Fig. 1: run 1, local utilization
The die is cut into 12 by 12 equal tiles; white is low, dark blue is high, 0 to 100% covered.
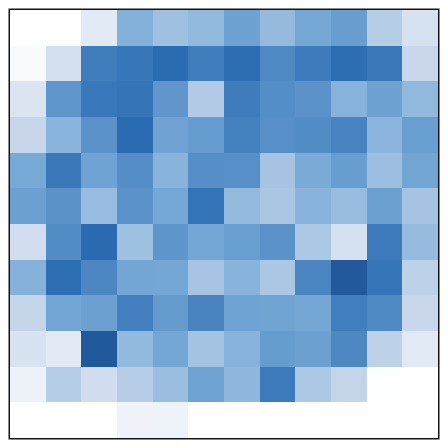
Fig. 2: run 1, where the registers sit
Other sequential cells in the stronger grey, the rest of the logic in the fainter grey.
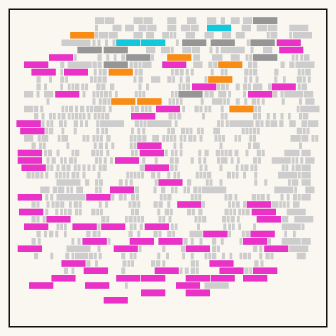
Fig. 3: run 1, placement view
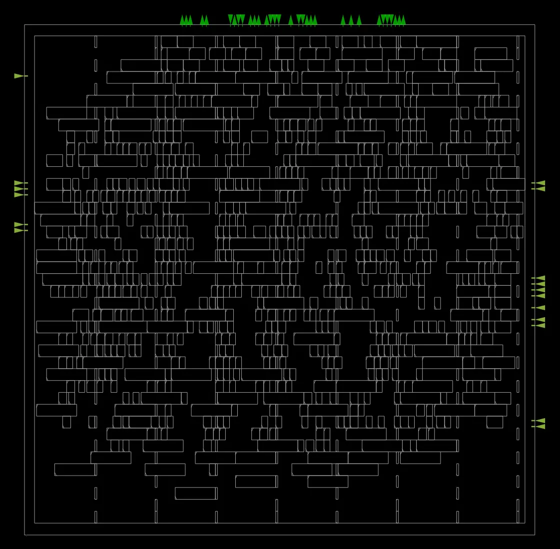
$ cat src/rtl/cpu_defs_pkg.sv
// Shared widths and ALU opcode encodings for the operand stage and its neighbours.
package cpu_defs;

  localparam int W   = 8;
  localparam int AW  = 3;
  localparam int OPW = 3;

  localparam logic [OPW-1:0] ALU_SHIFT = 3'b001;
  localparam logic [OPW-1:0] ALU_BNEG  = 3'b010;
  localparam logic [OPW-1:0] ALU_NOR   = 3'b011;
  // Any opcode with the top bit set decodes as an add.
  localparam logic [OPW-1:0] ALU_ADD   = 3'b100;

  function automatic logic is_add(input logic [OPW-1:0] op);
    return op[OPW-1];
  endfunction

endpackage

$ cat src/rtl/operand_stage_reg_array.sv
// 2**AW x W register storage: two combinational read ports, one synchronous write
// port, whole array cleared by the asynchronous reset.
module reg_array
  import cpu_defs::*;
#(
  parameter int DW = W,
  parameter int DA = AW
) (
  input  logic          Clk_i,
  input  logic          Reset_i,
  input  logic          WriteEn_i,
  input  logic [DA-1:0] Waddr_i,
  input  logic [DW-1:0] DataIn_i,
  input  logic [DA-1:0] RaddrA_i,
  input  logic [DA-1:0] RaddrB_i,
  output logic [DW-1:0] RdataA_o,
  output logic [DW-1:0] RdataB_o
);

  localparam int N = 2 ** DA;

  logic [DW-1:0] mem_q [N];

  // Flop-based storage so the asynchronous clear reaches every entry.
  for (genvar gi = 0; gi < N; gi++) begin : g_reg
    always_ff @(posedge Clk_i or posedge Reset_i) begin
      if (Reset_i) begin
        mem_q[gi] <= '0;
      end else if (WriteEn_i && (Waddr_i == DA'(gi))) begin
        mem_q[gi] <= DataIn_i;
      end
    end
  end

  assign RdataA_o = mem_q[RaddrA_i];
  assign RdataB_o = mem_q[RaddrB_i];

endmodule

$ cat src/rtl/operand_stage.sv
// ID/EX operand stage: register file read with write-through bypass, operand/opcode
// latch feeding the ALU one cycle later, and the architectural zero flag.
module operand_stage
  import cpu_defs::*;
#(
  parameter int DW  = W,
  parameter int DA  = AW,
  parameter int OW  = OPW
) (
  input  logic          Clk_i,
  input  logic          Reset_i,
  input  logic          Stall_i,
  input  logic          Flush_i,
  input  logic          InValid_i,
  input  logic [DA-1:0] RaddrA_i,
  input  logic [DA-1:0] RaddrB_i,
  input  logic [OW-1:0] OpIn_i,
  input  logic          WriteEn_i,
  input  logic [DA-1:0] Waddr_i,
  input  logic [DW-1:0] DataIn_i,
  input  logic          FlagEn_i,
  input  logic          ZeroIn_i,
  output logic [DW-1:0] INPUTA_o,
  output logic [DW-1:0] INPUTB_o,
  output logic [OW-1:0] OP_o,
  output logic          Valid_o,
  output logic          ZeroFlag_o
);

  logic [DW-1:0] arr_a, arr_b;
  logic [DW-1:0] rd_a, rd_b;

  logic [DW-1:0] a_q, a_d;
  logic [DW-1:0] b_q, b_d;
  logic [OW-1:0] op_q, op_d;
  logic          valid_q, valid_d;
  logic          zero_q, zero_d;

  reg_array #(.DW(DW), .DA(DA)) u_reg_array (
    .Clk_i     (Clk_i),
    .Reset_i   (Reset_i),
    .WriteEn_i (WriteEn_i),
    .Waddr_i   (Waddr_i),
    .DataIn_i  (DataIn_i),
    .RaddrA_i  (RaddrA_i),
    .RaddrB_i  (RaddrB_i),
    .RdataA_o  (arr_a),
    .RdataB_o  (arr_b)
  );

  // Forward the write-back value so a dependent op issued in the same cycle sees it.
  assign rd_a = (WriteEn_i && (Waddr_i == RaddrA_i)) ? DataIn_i : arr_a;
  assign rd_b = (WriteEn_i && (Waddr_i == RaddrB_i)) ? DataIn_i : arr_b;

  always_comb begin
    a_d     = a_q;
    b_d     = b_q;
    op_d    = op_q;
    valid_d = valid_q;
    zero_d  = zero_q;
    if (Flush_i) begin
      a_d     = '0;
      b_d     = '0;
      op_d    = '0;
      valid_d = 1'b0;
    end else if (!Stall_i) begin
      // Held operands are deliberately not re-read while stalled.
      a_d     = rd_a;
      b_d     = rd_b;
      op_d    = OpIn_i;
      valid_d = InValid_i;
    end
    if (FlagEn_i) begin
      zero_d = ZeroIn_i;
    end
  end

  always_ff @(posedge Clk_i or posedge Reset_i) begin
    if (Reset_i) begin
      a_q     <= '0;
      b_q     <= '0;
      op_q    <= '0;
      valid_q <= 1'b0;
      zero_q  <= 1'b0;
    end else begin
      a_q     <= a_d;
      b_q     <= b_d;
      op_q    <= op_d;
      valid_q <= valid_d;
      zero_q  <= zero_d;
    end
  end

  assign INPUTA_o   = a_q;
  assign INPUTB_o   = b_q;
  assign OP_o       = op_q;
  assign Valid_o    = valid_q;
  assign ZeroFlag_o = zero_q;

endmodule

$ cat config.mk
export PLATFORM = sky130hd
export DESIGN_NAME = operand_stage
export DESIGN_NICKNAME = d
export VERILOG_FILES = /design/src/rtl/cpu_defs_pkg.sv /design/src/rtl/operand_stage_reg_array.sv /design/src/rtl/operand_stage.sv
export SDC_FILE = /design/constraint.sdc
export NUM_CORES = 1
export LEC_CHECK = 0
export ABC_AREA = 1
export CORE_MARGIN = 2
export CORE_UTILIZATION = 40
export DETAILED_ROUTE_END_ITERATION = 8
export PLACE_DENSITY_LB_ADDON = 0.25
export REMOVE_ABC_BUFFERS = 1
export SLEW_MARGIN = 20
export SYNTH_ARGS = -nofsm -noshare
export SYNTH_HDL_FRONTEND = slang
export SYNTH_HIERARCHICAL = 1
export SYNTH_SLANG_ARGS = --single-unit
$ cat constraint.sdc
create_clock -name Clk_i -period 1.9 [get_ports Clk_i]
set_input_delay 0.285 -clock Clk_i [delete_from_list [all_inputs] [get_ports Clk_i]]
set_output_delay 0.285 -clock Clk_i [all_outputs]
set_load 0.05 [all_outputs]
==> flow_summary.ini, run 1 <==
; implementation run metrics
[clocking]
clock_latency_ns = 0.35
cts_hold_buffers = 0
cts.sinks = 85
ctsResizeCount = 0
post_cts_buffers = 0

[global_routing]
grt_pass1_vias = 5006
grt_max_degree = 65
grt_use_met1 = 0.290
grt_pass1_wl_mm = 24.3
globalRouteMet2Util = 0.407

[detailed_routing]
wl_mm = 14.8
ant_nets = 0
routedWlPerCell_um = 14.9
vias = 4941
maxUsedRoutingLayer = met4
dr_wl_met3_um = 612
firstDrtPassIters = 5

[logic_synthesis]
xor_share = 0
mux_area_frac = 0.00221
syn_inst = 760
ys_sh_simple = 0.385

[outcome]
status = finished clean

[finish]
antenna_cells = 0
syn2layout_area_growth_pct = 22.6
final_cell_mix = nand2_1 (335), inv_1 (116), nand3_1 (97), dfrtp_1 (85), o21ai_0 (64)

[sta]
layout_min_cycle_time_ns = 1.84
rsz0062_at_grt = no
tightest_slew_ns = 0.562

[critical_path]
r2r_slack_ns = 0.73
r2r-end = INPUTB_o[2]
endpoint_kind = primary output
arrival_ns = 1.56
cp_slowest_stage_delay_ns = 0.85
cp_top_family = buffers and inverters
cp-startpoint = INPUTA_o[0]
required_ns = 1.62
rr_worst_depth = 10
crit_slowest_cell = clkdlybuf4s50_1

[job]
maxCapViolCount = 0
warning_count = 25

[placed_design]
dp_hpwl_mm = 10.8
io_buffers = 48
place_congestion = 0.835
place_inst = 973

[die]
die_w_um = 117
-- Fig. 1 (at the start) --
- tiles over 75% full: 5.6%
- nearly empty tiles: 9.7%
- mean over tiles: 44%
- fullest tile: 83%
core area: 0.0125 mm²
fp util: 0.407

-- Fig. 2 (at the start) --
- INPUTB_o: orange (flops 8; where top middle)
- OP_o: cyan (flops 3)
- u_reg_array/mem_q: magenta (flops 64; where all over the die)
- not coloured: 10
Seq. cell area: 0.00213 mm²
Core Util, Final: 0.498
sequential share of cell area: 0.341
P_seq: 0.00225 W

-- Fig. 3 (at the start) --
Layout Cells excl Fill: 989
fillcell total: 1278
tap cells: 172
Rows: 41

run 1: sequential cells by signal, summed over array words and instances, names as in the netlist:
signal,count
ZeroFlag_o,1
INPUTA_o,8
u_reg_array/mem_q,64
INPUTB_o,8
Valid_o,1
OP_o,3
run 1: layout make-up:
| type | count | area [µm²] |
|---|---|---|
| sequential | 85 | 2130 |
| fill | 1278 | 6280 |
| multi-input combinational | 524 | 2330 |
| timing repair buffer | 75 | 796 |
| tap | 172 | 215 |
| inverter | 117 | 439 |
| clock inverter | 5 | 82.6 |
| clock buffer | 11 | 253 |
run 1: logic make-up (layout without fill, tap and decap cells):
group	count (synthesis)	in the layout
buf+inv	151	208
mux	1	1
compound gates	68	68
simple gates	455	455
flops	85	85
run 1: Yosys cell counts:
master / count / area share
dfrtp_1: 85 / 0.42
nor3_4: 1 / 0.0032
buf_1: 2 / 0.0015
o21ai_0: 64 / 0.063
inv_1: 117 / 0.086
mux2_2: 1 / 0.0022
nand2_4: 4 / 0.0088
nor2_1: 5 / 0.0037
nand2_2: 6 / 0.0074
a22o_1: 4 / 0.0069
nor2_8: 4 / 0.016
nor2_2: 3 / 0.0037
buf_4: 1 / 0.0015
clkbuf_1: 8 / 0.0059
nand3_1: 97 / 0.095
nand2_1: 335 / 0.25
buf_6: 6 / 0.013
buf_2: 17 / 0.017
run 1: report_power, final:
part	switching, W	internal [W]	leakage (nW)
clock network	0.000737	0.00123	0.166
registers	0.000150	0.00210	1.08
logic	0.000940	0.000515	2.21
run 1: metrics by stage:
stage,worst slack (ns),hold WS [ns]
2_1_floorplan,0.0169,0.262
3_3_place_gp,0.0418,0.468
3_5_place_dp,0.0592,0.472
4_1_cts,0.0465,0.135
5_1_grt,0.0108,0.152
6_report,0.0557,0.142
==> inputs of run 2 (changes only) <==
SKIP_LAST_GASP = 1   (was not set)
Fig. 4: run 2, placement view
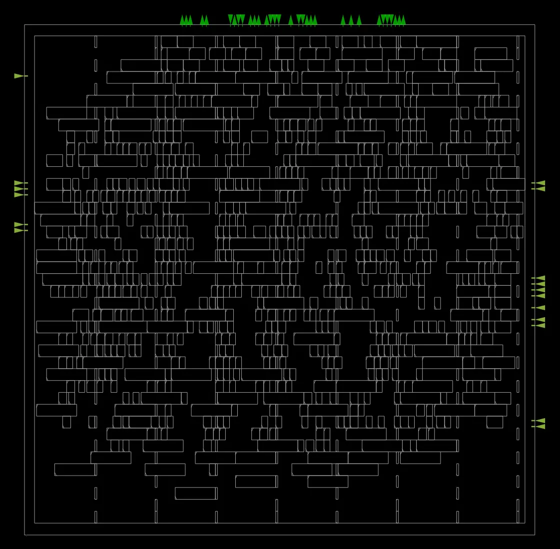
sequential cell count: 85

==> run 2 against run 1 <==
Sequential share of layout area unchanged. Count of clock-buffer cells in the layout unchanged. Global-route usage unchanged. Synthesized cell count unchanged. Worst setup slack unchanged. Critical path depth unchanged. Fmax unchanged. Power unchanged. Wire length unchanged. Combinational power about the same. Sequential cell count unchanged. Critical path type unchanged. Highest routed layer unchanged.
==> flow_summary.ini, run 2 <==
; implementation run metrics
[outcome]
status = finished clean

[detailed_routing]
ant_nets = 0
routedWlPerCell_um = 14.9
firstDrtPassIters = 5
wl_mm = 14.8

[logic_synthesis]
synth_top_area_share = 0.418
synth.most_common_cell = nand2_1
yosys-top-cells-area = dfrtp_1 (42%), nand2_1 (25%), nand3_1 (9.5%)
synth-edff-count = 0
synthArstFlopShare = 1.00
top_cells_by_count = nand2_1 (335), inv_1 (117), nand3_1 (97)
largest_area_cell = dfrtp_1

[critical_path]
crit_slowest_cell = clkdlybuf4s50_1
cp_slowest_stage_delay_ns = 0.85
arrival_ns = 1.56
required_ns = 1.62
endpoint_kind = primary output
r2r-end = INPUTB_o[2]
rr_worst_depth = 10

[clocking]
cts_hold_buffers = 0
ctsResizeCount = 0
post_cts_buffers = 0

[sta]
rsz0062_at_grt = no
layout_min_cycle_time_ns = 1.84
tightest_slew_ns = 0.562

[global_routing]
grt_pass1_wl_mm = 24.3
grt_max_degree = 65
globalRouteMet2Util = 0.407
grt_use_met1 = 0.290
grt_pass1_vias = 5006

[finish]
stdcell_count = 989
syn2layout_area_growth_pct = 22.6
antenna_cells = 0
top_register = u_reg_array/mem_q
final_cell_mix = nand2_1 (335), inv_1 (116), nand3_1 (97), dfrtp_1 (85), o21ai_0 (64)

[die]
num_rows = 41
die_w_um = 117
initial_core_util = 0.407
core_mm2 = 0.0125

[placed_design]
place_ws_ns = 0.0592
dp_hpwl_mm = 10.8
io_buffers = 48
place_inst = 973
place_congestion = 0.835

[job]
maxCapViolCount = 0
warning_count = 25

[pwr]
seqPwrFrac = 0.397
p_switching_w = 0.00183
clkPwrFrac = 0.346
## run 2: cell counts after synthesis
Identical to the previous run, type by type.
## run 2: worst max-delay path by stage
| stage | from | cells past startpoint | endpoint | slack [ns] |
|---|---|---|---|---|
| detailed placement | RaddrB_i[1] | 10 | INPUTB_o[2] | 0.06 |
| floorplan | Reset_i | 1 | u_reg_array/mem_q[0] | 0.02 |
| CTS | INPUTA_o[0] | 1 | INPUTA_o[0] | 0.05 |
| finish | INPUTA_o[0] | 1 | INPUTA_o[0] | 0.06 |
| global placement | RaddrA_i[1] | 10 | INPUTA_o[3] | 0.04 |
| global route | INPUTA_o[0] | 1 | INPUTA_o[0] | 0.01 |
## run 2: power by group through the flow
stage	registers [W]	clock network [W]	logic (W)
floorplan	0.00237	0	0.000832
global placement	0.00228	0	0.00142
detailed placement	0.00228	0	0.00145
CTS	0.00225	0.00201	0.00146
global route	0.00229	0.00208	0.00166
finish	0.00225	0.00196	0.00145
## run 2: per-layer routing
metal | up-vias | routed length [µm]
met5 | - | 0
met4 | 0 | 426
met3 | 36 | 612
met2 | 133 | 7370
met1 | 2355 | 6370
li1 | 2417 | -
## run 2: final cells by class
type | count | area (µm²) | share of cell area
clock buffer | 11 | 253 | 0.0405
sequential | 85 | 2130 | 0.341
multi-input combinational | 524 | 2330 | 0.373
tap | 172 | 215 | 0.0345
inverter | 117 | 439 | 0.0704
timing repair buffer | 75 | 796 | 0.128
clock inverter | 5 | 82.6 | 0.0132
## run 2: kinds of logic after synthesis
group | share of synthesized area
buf+inv | 0.125
simple gates | 0.385
flops | 0.418
mux | 0.00221
compound gates | 0.0698
==> inputs of run 3 (changes only) <==
SKIP_CTS_REPAIR_TIMING = 1   (was not set)
Fig. 5: run 3, where the registers sit
Other sequential cells in the stronger grey, the rest of the logic in the fainter grey.
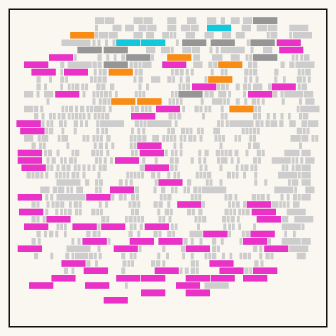
- OP_o: cyan (flops 3)
- INPUTB_o: orange (flops 8; where top middle)
- u_reg_array/mem_q: magenta (flops 64; where all over the die)

==> run 3 against run 2 <==
First-iteration DRC count did not move. Non-clock buffer count unchanged. Combinational power hardly changed. Synthesized area unchanged. Critical endpoint unchanged.
==> flow_summary.ini, run 3 <==
; implementation run metrics
[critical_path]
cp_slowest_stage_delay_ns = 0.85
cp_top_family = buffers and inverters
rr_worst_depth = 10
arrival_ns = 1.56
required_ns = 1.62
path_cells = clkdlybuf4s50_1
crit_cells = 1
critPathLaunchType = flip-flop
endpoint_kind = primary output
crit_slowest_cell = clkdlybuf4s50_1
cp_num_buf_inv = 1
crit_path_max_fanout = 2

[logic_synthesis]
ys_ff = 85
yosysUniqueCellTypes = 18
synth_top_area_share = 0.418
synth.most_common_cell = nand2_1
yosys-top-cells-area = dfrtp_1 (42%), nand2_1 (25%), nand3_1 (9.5%)
ys_cells = 760
ys_warn_count = 6
avgSynthCellArea_um2 = 6.70
ff_type = dfrtp_1
synthArstFlopShare = 1.00
top_cells_by_count = nand2_1 (335), inv_1 (117), nand3_1 (97)
ys_seq_share = 0.418
syn_inst = 760
largest_area_cell = dfrtp_1
synth_area_mm2 = 0.00509
synth-edff-count = 0

[finish]
fillers = 1278
nNetsFinal = 840
largest_reg_flops = 64
stdcell_count = 989
seq_area_mm2 = 0.00213
syn2layout_area_growth_pct = 22.6
final_cell_mix = nand2_1 (335), inv_1 (116), nand3_1 (97), dfrtp_1 (85), o21ai_0 (64)
final_util = 0.498
top_register = u_reg_array/mem_q
antenna_cells = 0
logic_area_mm2 = 0.00233

[die]
die_h_um = 117
ioPinCount = 49
chip_area_mm2 = 0.0136
num_rows = 41
core_mm2 = 0.0125
die_w_um = 117
initial_core_util = 0.407

[placed_design]
place_ws_ns = 0.0592
place_congestion = 0.835
io_buffers = 48
place_inst = 973
dp_hpwl_mm = 10.8

[detailed_routing]
vias = 4941
ant_nets = 0
wl_mm = 14.8
firstDrtPassIters = 5
routedWlPerCell_um = 14.9
drt_iter0_drc = 389

[clocking]
h-tree-depth = 3
cts.sinks = 85
clk_root_buffer_cell = clkbuf_16
clkSlewWorstSetupHoldPaths_ns = 0.06
cts_tree = done
cts.path.max_buffers = 2
cts_buffers = 9

[min_path]
hold_class = in -> async

[sta]
max_freq_mhz = 542
fin_skew_ns = 0.00886
fin_tns_setup_ns = 0
layout_min_cycle_time_ns = 1.84
period_used_share = 0.971
tightest_slew_ns = 0.562
hold_viol = 0
hold_slack_ns = 0.142
rsz0062_at_grt = no
relSlewSlack = 0.625

[pwr]
power_density_mw_per_mm2 = 909
total_power_w = 0.00567

[global_routing]
grt_pass1_vias = 5006
grt_pass1_wl_mm = 24.3
grt_antenna_before_repair = 0
grt_max_degree = 65

[job]
warning_count = 25
maxCapViolCount = 0

[outcome]
status = finished clean
==> run 3: worst paths after layout <==
check                                      start                    end  slack [ns]
hold / removal                           Reset_i             ZeroFlag_o        0.14
max in group asynchronous                Reset_i  u_reg_array/mem_q[51]        1.22
setup reg to reg           u_reg_array/mem_q[50]            INPUTB_o[2]        0.73
setup / recovery                     INPUTA_o[0]            INPUTA_o[0]        0.06
min in group Clk_i                   INPUTA_o[1]            INPUTA_o[1]        0.48
hold reg to reg                      INPUTA_o[1]            INPUTA_o[1]        0.48
==> run 3: kinds of logic after synthesis <==
kind of cell	share of synthesized area
buffers and inverters	0.125
AOI/OAI and AO/OA	0.0698
DFF	0.418
and+or+nand+nor	0.385
muxes	0.00221
==> run 3: worst reg2reg max path: cells and delay by family (launching register included) <==
family | cells | cell delay (ns)
buf+inv | 2 | 0.13
flops | 1 | 0.39
simple gates | 8 | 0.53
==> run 3: cell type report <==
type / instances / area share
clock buffers: 11 / 0.0405
multi-input cells: 524 / 0.373
inverters: 117 / 0.0704
well taps: 172 / 0.0345
flip-flops and latches: 85 / 0.341
clock inverters: 5 / 0.0132
repair buffers: 75 / 0.128
==> run 3: power by group <==
group / total, W / leakage (nW) / internal, W / switching, W
logic: 0.00145 / 2.21 / 0.000515 / 0.000940
clock network: 0.00196 / 0.166 / 0.00123 / 0.000737
registers: 0.00225 / 1.08 / 0.00210 / 0.000150
total: 0.00567 / 3.46 / 0.00384 / 0.00183
==> run 3: layer usage <==
metal | vias to the layer above | GRT usage | part of all wire
li1 | 2417 | - | -
met1 | 2355 | 0.290 | 0.43
met2 | 133 | 0.407 | 0.50
met3 | 36 | 0.0309 | 0.041
met4 | 0 | 0.107 | 0.029
met5 | - | 0 | 0
Power is estimated from default activity; no workload was simulated.
